<file path="config.mk">
export PLATFORM = sky130hd
export DESIGN_NAME = uart_level_bridge
export DESIGN_NICKNAME = d
export VERILOG_FILES = /design/src/rtl/uart_level_bridge.sv
export SDC_FILE = /design/constraint.sdc
export NUM_CORES = 1
export LEC_CHECK = 0
export ABC_AREA = 0
export CAP_MARGIN = 20
export CORE_MARGIN = 3
export CORE_UTILIZATION = 40
export CTS_BUF_LIST = sky130_fd_sc_hd__clkbuf_16
export CTS_CLUSTER_DIAMETER = 40
export DETAILED_ROUTE_END_ITERATION = 8
export SKIP_CTS_REPAIR_TIMING = 1
export SLEW_MARGIN = 30
export SYNTH_ARGS = -nofsm -noshare
export SYNTH_HDL_FRONTEND = slang
export SYNTH_SLANG_ARGS = --single-unit
</file>
<file path="constraint.sdc">
create_clock -name clk -period 11.6 [get_ports clk]
set_input_delay 2.32 -clock clk [delete_from_list [all_inputs] [get_ports clk]]
set_output_delay 2.32 -clock clk [all_outputs]
set_load 0.01 [all_outputs]
</file>
<file path="src/rtl/uart_level_bridge.sv">
// Multi-channel UART bank bridge with per-line synchroniser and deglitch filter,
// per-channel enable, pulse-stretched activity and break detection.
module uart_level_bridge #(
  parameter int CHANNELS     = 4,
  parameter int SYNC_STAGES  = 2,
  parameter int FILTER_LEN   = 3,
  parameter int ACT_STRETCH  = 1048576,
  parameter int BREAK_CYCLES = 65536
) (
  input  logic                clk,
  input  logic                rst,
  input  logic [CHANNELS-1:0] en,
  input  logic [CHANNELS-1:0] tx_3v3_in,
  output logic [CHANNELS-1:0] tx_vio_out,
  input  logic [CHANNELS-1:0] rx_vio_in,
  output logic [CHANNELS-1:0] rx_3v3_out,
  output logic [CHANNELS-1:0] act,
  output logic [CHANNELS-1:0] brk
);

  localparam int FW = $clog2(FILTER_LEN + 1);
  localparam int AW = $clog2(ACT_STRETCH + 1);
  localparam int BW = $clog2(BREAK_CYCLES + 1);

  localparam logic [FW-1:0] F_LAST = FW'(FILTER_LEN - 1);
  localparam logic [AW-1:0] A_LOAD = AW'(ACT_STRETCH - 1);
  localparam logic [BW-1:0] B_MAX  = BW'(BREAK_CYCLES);

  for (genvar c = 0; c < CHANNELS; c++) begin : g_ch
    logic [1:0]    pin;
    logic [1:0]    filt;
    logic [1:0]    hit;
    logic          edge_any;
    logic [AW-1:0] acnt;
    logic [BW-1:0] lcnt;

    // Direction 0 is 3V3->VIO, direction 1 is VIO->3V3
    assign pin = {rx_vio_in[c], tx_3v3_in[c]};

    for (genvar d = 0; d < 2; d++) begin : g_dir
      logic [SYNC_STAGES-1:0] sync;
      logic                   out_q;
      logic                   out_d;
      logic [FW-1:0]          fcnt;

      always_ff @(posedge clk or posedge rst) begin
        if (rst) begin
          sync  <= '1;
          out_q <= 1'b1;
          out_d <= 1'b1;
          fcnt  <= '0;
        end else begin
          sync <= {sync[SYNC_STAGES-2:0], pin[d]};
          if (!en[c]) begin
            out_q <= 1'b1;
            out_d <= 1'b1;
            fcnt  <= '0;
          end else begin
            out_d <= out_q;
            if (sync[SYNC_STAGES-1] == out_q) begin
              fcnt <= '0;
            end else if (fcnt == F_LAST) begin
              out_q <= ~out_q;
              fcnt  <= '0;
            end else begin
              fcnt <= fcnt + 1'b1;
            end
          end
        end
      end

      assign filt[d] = out_q;
      assign hit[d]  = out_q ^ out_d;
    end

    assign edge_any = |hit;

    always_ff @(posedge clk or posedge rst) begin
      if (rst) begin
        acnt <= '0;
        lcnt <= '0;
      end else if (!en[c]) begin
        acnt <= '0;
        lcnt <= '0;
      end else begin
        if (edge_any) begin
          acnt <= A_LOAD;
        end else if (acnt != '0) begin
          acnt <= acnt - 1'b1;
        end
        if (filt[0]) begin
          lcnt <= '0;
        end else if (lcnt != B_MAX) begin
          lcnt <= lcnt + 1'b1;
        end
      end
    end

    // Break drops together with the line returning high
    assign tx_vio_out[c] = filt[0];
    assign rx_3v3_out[c] = filt[1];
    assign act[c]        = edge_any | (acnt != '0);
    assign brk[c]        = ~filt[0] & (lcnt == B_MAX);
  end

endmodule
</file>
==> Table 3: Implementation characteristics <==
Physical design parameters

Parameter                              Value

Worst setup path
  Register-to-register setup slack    8630 ps

Logic synthesis
  Combinational family with the most area after synthesis    simple AND/OR/NAND/NOR gates
  FA/HA/MAJ Cells, Area Fraction    0.02048
  Fraction of synthesized cell area in xor and xnor cells    0.1013

Final timing
  Number of pins exceeding their max-slew limit in the final report    0
  Final number of setup-violating endpoints    0

Clock network
  Clock Path Buffers    2
  Clock root buffer    clkbuf_16

Status
  Outcome    finished, final reports clean

Place
  Placed cell count    1,281
  IO Port Bufs    29
  Global placer's final weighted congestion    0.7745

Finish
  Cell type taking the most area    flip-flops and latches
  Sequential cell area share    0.4628
  Sequential cell count of the final layout    approximately 200
  Post-route non-filler standard cell count    1,313

Detailed routing
  Via count    6,918

Die
  Count of pins on the block boundary    30

Power
  Clock-net power    0.588 mW

Min path
  Worst hold stages    0
==> cells in the final DEF, fill, tap and decap left out, types with 7 or more instances in the layout <==
cell type / instances
a21oi_1: 66
a311oi_1: 9
a31oi_1: 10
and3_1: 8
and4_1: 8
clkbuf_16: 17
clkdlybuf4s50_1: 29
dfrtp_1: 168
dfstp_2: 32
ha_1: 16
inv_1: 24
mux2i_1: 10
nand2_1: 54
nand2b_1: 12
nand3_1: 41
nand4_1: 23
nor2_1: 105
nor2b_1: 13
nor3_1: 28
nor3b_1: 7
nor4_1: 37
nor4b_1: 19
o21ai_0: 27
o31ai_1: 8
or3_1: 28
or4_1: 13
xnor2_1: 50
xor2_1: 63
==> worst register-to-register path, stage by stage (launching register included) <==
cell	delay [ps]
dfrtp_1	410
or4_1	620
nor3b_1	430
nand4_1	690
and2_1	450
a311oi_1	270
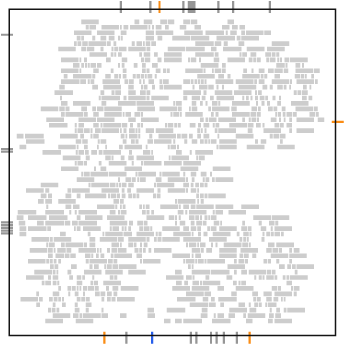
(images/io_placement.png)
(2 px per um) Pins as bars across the die edge, other pins in grey.
`act`: shown in orange, pins 4, direction output, edge 2 bottom, 1 top, 1 right. `rst`: shown in blue, pins 1, direction input, edge bottom.

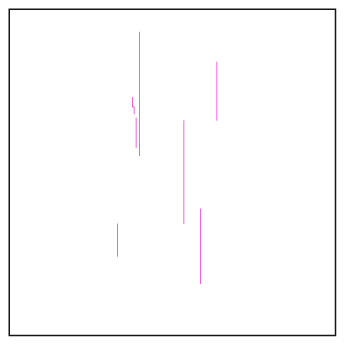
(images/layer_met4.png)
(2 px per um)
The layer carries 221 um of wire. The layer holds 1.2% of the routed length. The wires run mostly vertical. 2 nets have wire on it. The longest straight run is 61.9 um.

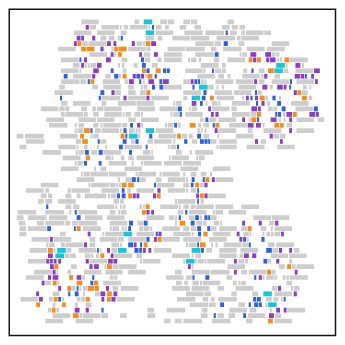
(images/logic_types.png)
(2 px per um)
NAND gates: shown in blue, cells 132, most used nand2_1. adder and majority cells: shown in cyan, cells 16, most used ha_1. AND and OR gates: shown in orange, cells 72, most used or3_1, where spread over the die. inverting AOI/OAI gates: shown in purple, cells 135, most used a21oi_1, where spread over the die.

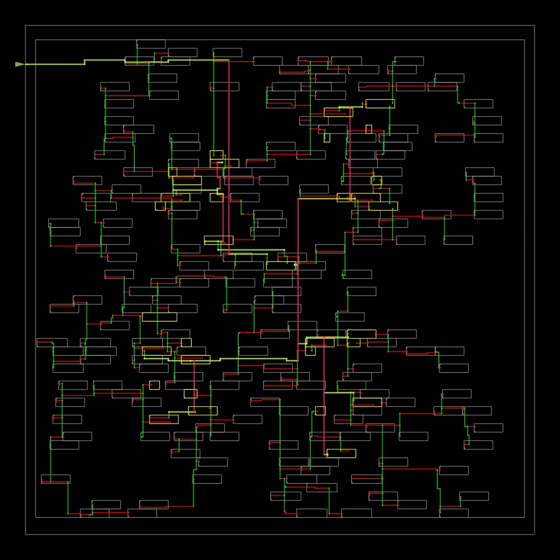
(images/clocks.png)
number of clock buffers inserted by TritonCTS: 17
worst-case clock skew: 14.22 ps

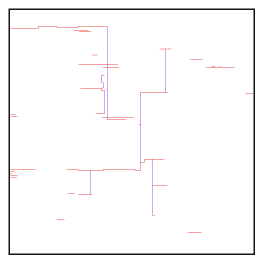
(images/wires.png)
(1.5 px per um) Only two layers are drawn.
metal 4: shown in purple, wire length 221 um. metal 3: shown in red, wire length 387 um.

Power figures rest on the tool's default switching activity, not on a simulated workload.
